File: src/rtl/vreg_pkg.sv
// Shared definitions for the vector-register write arbiter.
//   VREG_DATA_W / VREG_ADDR_W / VREG_NUM : default register width, address width, register count
//   req_id_t                             : requester identity, also used as the round-robin pointer
//   IDX_MEM / IDX_ALU                    : bit positions of each requester in req/gnt vectors
package vreg_pkg;
    localparam int VREG_DATA_W = 256;
    localparam int VREG_ADDR_W = 5;
    localparam int VREG_NUM    = 32;

    typedef enum logic {
        REQ_MEM = 1'b0,
        REQ_ALU = 1'b1
    } req_id_t;

    localparam int IDX_MEM = 0;
    localparam int IDX_ALU = 1;
endpackage

File: src/rtl/vreg_write_arbiter_rr_arb2.sv
// Two-way round-robin arbiter (module rr_arb2).
//   clk, rst_n : clock, asynchronous active-low reset
//   req[1:0]   : request vector, bit IDX_MEM = load unit, bit IDX_ALU = vector ALU
//   gnt[1:0]   : one-hot grant, combinational from req and the internal pointer
// The pointer names the requester that wins a tie; it moves to the other
// requester after every grant and sits at REQ_MEM out of reset.
module rr_arb2
    import vreg_pkg::*;
(
    input  logic       clk,
    input  logic       rst_n,
    input  logic [1:0] req,
    output logic [1:0] gnt
);

    req_id_t prio;

    always_comb begin
        gnt = 2'b00;
        if (req[IDX_MEM] && (!req[IDX_ALU] || prio == REQ_MEM)) begin
            gnt[IDX_MEM] = 1'b1;
        end else if (req[IDX_ALU]) begin
            gnt[IDX_ALU] = 1'b1;
        end
    end

    always_ff @(posedge clk or negedge rst_n) begin
        if (!rst_n) begin
            prio <= REQ_MEM;
        end else if (gnt[IDX_MEM]) begin
            prio <= REQ_ALU;
        end else if (gnt[IDX_ALU]) begin
            prio <= REQ_MEM;
        end
    end

endmodule

File: src/rtl/vreg_write_arbiter.sv
// Vector register-file write-port arbiter with optional destination scoreboard.
// Build option: define VREG_SCOREBOARD_EN to compile in the pending-write scoreboard;
// without it busy and hazard are tied low and rsv_* / chk_* are ignored.
//   clk, rst_n                      : clock, asynchronous active-low reset
//   alu_valid/alu_rd/alu_data       : vector-ALU writeback request, alu_ready = accepted
//   mem_valid/mem_rd/mem_data       : vector-load writeback request, mem_ready = accepted
//   WriteEn/rd/InputData            : registered register-file write port (latency 1)
//   rsv_en/rsv_rd                   : issue-stage destination reservation
//   chk_rs1/chk_rs2/chk_rd          : issue-stage operands to hazard-check
//   hazard                          : any checked register has a pending write
//   busy                            : pending-write vector, one bit per register
module vreg_write_arbiter
    import vreg_pkg::*;
#(
    parameter int DATA_W = VREG_DATA_W,
    parameter int ADDR_W = VREG_ADDR_W
) (
    input  logic                clk,
    input  logic                rst_n,
    input  logic                alu_valid,
    input  logic [ADDR_W-1:0]   alu_rd,
    input  logic [DATA_W-1:0]   alu_data,
    output logic                alu_ready,
    input  logic                mem_valid,
    input  logic [ADDR_W-1:0]   mem_rd,
    input  logic [DATA_W-1:0]   mem_data,
    output logic                mem_ready,
    output logic                WriteEn,
    output logic [ADDR_W-1:0]   rd,
    output logic [DATA_W-1:0]   InputData,
    input  logic                rsv_en,
    input  logic [ADDR_W-1:0]   rsv_rd,
    input  logic [ADDR_W-1:0]   chk_rs1,
    input  logic [ADDR_W-1:0]   chk_rs2,
    input  logic [ADDR_W-1:0]   chk_rd,
    output logic                hazard,
    output logic [VREG_NUM-1:0] busy
);

    logic [1:0]        gnt_p0;
    logic [ADDR_W-1:0] sel_rd_p0;
    logic [DATA_W-1:0] sel_data_p0;

    logic              we_p1;
    logic [ADDR_W-1:0] rd_p1;
    logic [DATA_W-1:0] data_p1;

    // Stage p0: arbitration and source select
    rr_arb2 u_arb (
        .clk   (clk),
        .rst_n (rst_n),
        .req   ({alu_valid, mem_valid}),
        .gnt   (gnt_p0)
    );

    assign mem_ready = gnt_p0[IDX_MEM];
    assign alu_ready = gnt_p0[IDX_ALU];

    always_comb begin
        sel_rd_p0   = mem_rd;
        sel_data_p0 = mem_data;
        if (gnt_p0[IDX_ALU]) begin
            sel_rd_p0   = alu_rd;
            sel_data_p0 = alu_data;
        end
    end

    // Stage p1: registered write port; address/data hold when nothing is granted
    always_ff @(posedge clk or negedge rst_n) begin
        if (!rst_n) begin
            we_p1   <= 1'b0;
            rd_p1   <= '0;
            data_p1 <= '0;
        end else begin
            we_p1 <= |gnt_p0;
            if (|gnt_p0) begin
                rd_p1   <= sel_rd_p0;
                data_p1 <= sel_data_p0;
            end
        end
    end

    assign WriteEn   = we_p1;
    assign rd        = rd_p1;
    assign InputData = data_p1;

`ifdef VREG_SCOREBOARD_EN
    logic [VREG_NUM-1:0] busy_q;
    logic [VREG_NUM-1:0] busy_nxt;

    // Clear for the write being committed, then set for the new reservation,
    // so a same-cycle set and clear of one register leaves it busy.
    always_comb begin
        busy_nxt = busy_q;
        if (we_p1) begin
            busy_nxt[rd_p1] = 1'b0;
        end
        if (rsv_en) begin
            busy_nxt[rsv_rd] = 1'b1;
        end
    end

    always_ff @(posedge clk or negedge rst_n) begin
        if (!rst_n) begin
            busy_q <= '0;
        end else begin
            busy_q <= busy_nxt;
        end
    end

    assign busy   = busy_q;
    assign hazard = busy_q[chk_rs1] | busy_q[chk_rs2] | busy_q[chk_rd];
`else
    logic unused_sb_inputs;
    assign unused_sb_inputs = ^{rsv_en, rsv_rd, chk_rs1, chk_rs2, chk_rd};
    assign busy   = '0;
    assign hazard = 1'b0;
`endif

endmodule

File: config.mk
export PLATFORM = sky130hd
export DESIGN_NAME = vreg_write_arbiter
export DESIGN_NICKNAME = d
export VERILOG_FILES = /design/src/rtl/vreg_pkg.sv /design/src/rtl/vreg_write_arbiter_rr_arb2.sv /design/src/rtl/vreg_write_arbiter.sv
export SDC_FILE = /design/constraint.sdc
export NUM_CORES = 1
export LEC_CHECK = 0
export CELL_PAD_IN_SITES_DETAIL_PLACEMENT = 0
export CELL_PAD_IN_SITES_GLOBAL_PLACEMENT = 1
export CORE_AREA = 2 2 333 335
export DETAILED_ROUTE_END_ITERATION = 8
export DIE_AREA = 0 0 335 337
export PLACE_DENSITY = 0.5
export SLEW_MARGIN = 30
export SYNTH_ARGS = -nofsm -noshare
export SYNTH_HDL_FRONTEND = slang
export SYNTH_HIERARCHICAL = 1
export SYNTH_SLANG_ARGS = --single-unit
File: constraint.sdc
create_clock -name clk -period 1.4 [get_ports clk]
set_clock_uncertainty 0.1 [all_clocks]
set_input_delay 0.42 -clock clk [delete_from_list [all_inputs] [get_ports clk]]
set_output_delay 0.42 -clock clk [all_outputs]
set_load 0.05 [all_outputs]
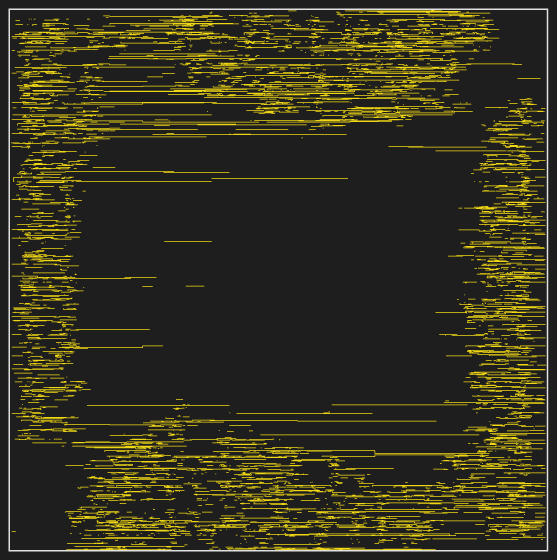
layer_met1.png
wire length on this layer = 28.2 mm
nets with wire on the layer = 2337
longest straight run = 137 µm
main direction = horizontal
grt met1 use: 13.5%
vias: 12500
Routed WL: 71.0 mm

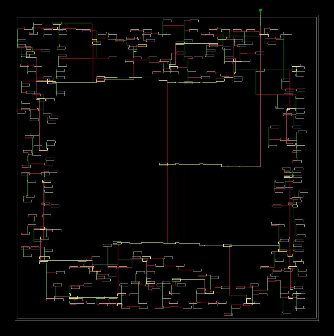
clocks.png
seq_cells: 263
Num CTS Buffers: 36

==> impl_metrics.yaml <==
# synthesis and place-and-route metrics
global_route:
  use_met2_pct: 20.2
  grt_pass1_wl_mm: 96.1
  grt_util_met3_pct: 4.22
  antenna_found_initial: 11
  grt_max_degree: 51
  grt_pass1_vias: 13400
synth:
  top_cells_by_count: "263 x dfrtp_1, 261 x mux2i_1, 261 x nand2_1"
  ys_area_mm2: 0.0123
  synth_cell_types: 15
  synth_area_leader_cell: "dfrtp_1"
  top_cells_by_area: "dfrtp_1 54%, mux2i_1 21%, nand2_1 8.0%"
  synth_top_cell_by_count: "dfrtp_1"
  synth-edff-count: 0
  async_reset_ff_share_pct: 100
  syn_inst: 1173
final_layout:
  nets: 2685
  nFillCells: 11400
  area_growth_pct: 135
sta:
  max_freq_mhz: 483
  layout_min_cycle_time_ns: 2.07
  layout_setup_ws_ns: -0.672
  setup_violations: 526
  period_used_pct: 148
  rsz0062_at_grt: "true"
clock_network:
  clock_latency_ns: 0.56
  cts_max_level: 2
job:
  warning_count: 50
drt:
  dr.pass1.iters: 5
run_status:
  status: "finished, violations left"
  violations: "setup timing"
setup_path:
  r2r_setup_slack_ns: -0.58
  worstSetupStartpointType: "register"
  rr_startpoint: "u_arb/prio"
  r2r_end: "InputData[200]"
placement:
  placed_area_mm2: 0.0250
  place.gp.congestion: 0.800
floorplanning:
  initial_utilization_pct: 11.2
hold_path:
  hp-class: "primary input to register"
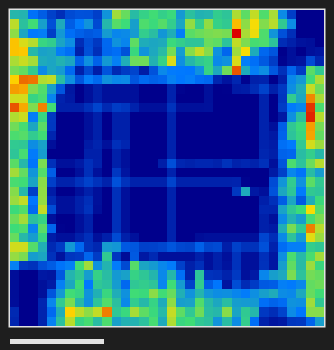
metal_density.png
Scale bar: 100 µm. The die is cut into 34 by 34 equal tiles; dark blue is low, red is high, scaled to the fullest tile. Values are wire area over tile area, all layers added.
nearly empty tiles = 21%
fullest tile = 0.43
mean over tiles = 0.10
densest ninth of the die = upper left
emptiest ninth of the die = center
All-Layer GR Usage: 11.7%
drt wl/cell: 19.8 µm

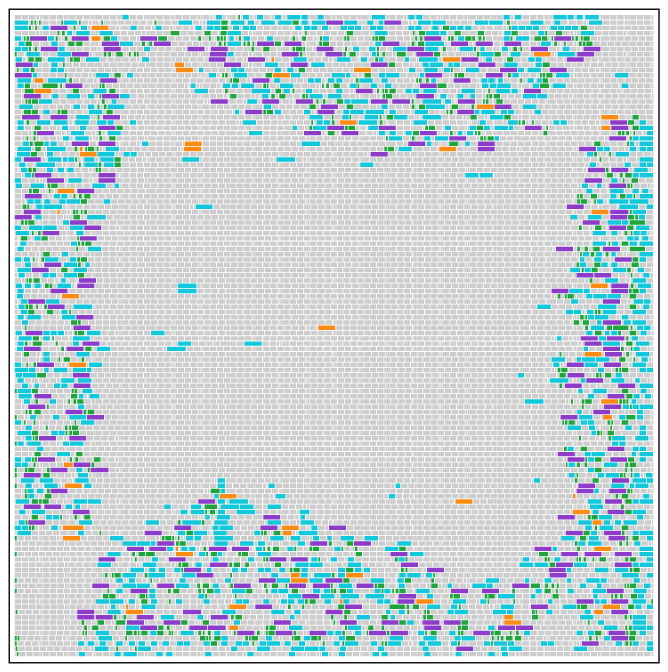
placement_by_type.png
Fill, decap, tap and diode cells in gray.
orange -> clock drivers and dummy loads  # cells 57
purple -> sequential cells  # cells 263
cyan -> remaining buffers and delay cells  # cells 1015
green -> combinational and other logic  # cells 822
Placement Rows: 122
fraction of area in registers: 22.8%
Post-Layout Inst Area: 0.0289 mm²
Core Region: 0.110 mm²
post-layout util: 26.4%

## stage by stage
step	TNS [ns]	utilization, %	total power (W)	hold slack [ns]
global placement	-194.20	22.8	0.0249	0.284
global route	-219.37	26.4	0.0377	0.269
finish	-179.82	26.4	0.0361	0.297
detailed placement	-205.29	22.8	0.0250	0.284
floorplan	-90.16	-	0.0164	0.0244
CTS	-193.15	25.6	0.0361	0.241
## layout by cell type (no fill, tap or decap), types with 5 or more instances in the layout
cell type	n
buf_12	311
clkdlybuf4s50_1	524
clkbuf_8	12
buf_16	33
nand2_2	15
dfrtp_1	248
buf_6	30
buf_4	79
conb_1	33
mux2i_2	16
nand2_1	242
o21ai_2	16
o21ai_0	7
mux2i_1	240
clkbuf_16	52
clkbuf_1	5
o21ai_1	239
mux2i_4	5
dfrtp_2	15
diode_2	5
buf_8	22
## critical path, stage by stage, from the launching register on
cell and delay (ns):
dfrtp_1 0.42, nand2b_4 0.16, and2_4 0.14, buf_6 0.13, buf_12 0.14
## metal layers
layer / wire, µm / up-vias
li1: - / 5920
met1: 28200 / 5992
met2: 35500 / 514
met3: 5760 / 80
met4: 1520 / 10
met5: 57 / -
## report_power, final
| part | total (W) | switching [W] | internal (W) |
|---|---|---|---|
| Combinational | 0.0165 | 0.00792 | 0.00854 |
| Sequential | 0.0102 | 0.00142 | 0.00882 |
| Clock | 0.00939 | 0.00380 | 0.00559 |
## layout make-up
type | instances | area [µm²] | area share, %
flip-flops and latches | 263 | 6600 | 22.8
diodes | 5 | 12.5 | 0.0433
well taps | 1426 | 1780 | 6.17
inverters | 1 | 3.75 | 0.0130
clock inverters | 3 | 40.0 | 0.139
clock buffers | 54 | 1110 | 3.84
repair buffers | 1015 | 14000 | 48.5
multi-input cells | 821 | 5330 | 18.4
## state kept, by name, summed over array words and instances (netlist names)
name        cells
InputData     256
WriteEn         1
rd              5
u_arb/prio      1
## what timing repair did
item / in CTS / in global routing
gates cloned: 33 / 17
hold buffers: 1 / 0
gates resized: 177 / 161
pin swaps: 2 / 17
setup buffers: 62 / 36
hold endpoints to repair: 263 / 0
setup endpoints to repair: 526 / 526
## kinds of logic after synthesis
kind of cell | count (synthesis) | share of synthesized area, %
muxes | 261 | 21.2
and+or+nand+nor | 264 | 8.12
buffers and inverters | 121 | 6.39
AOI/OAI and AO/OA | 263 | 10.7
DFF | 263 | 53.5
other | 1 | 0.0305
## how the worst min path moves through the flow
stage	from	endpoint	slack, ns	depth (start not counted)
floorplan	rst_n	InputData[0]	0.02	0
global placement	rst_n	InputData[177]	0.28	2
detailed placement	rst_n	InputData[177]	0.28	2
CTS	alu_data[141]	InputData[141]	0.24	3
global route	alu_data[81]	InputData[81]	0.27	3
finish	alu_data[141]	InputData[141]	0.30	3
Power and IR drop assume default switching activity.
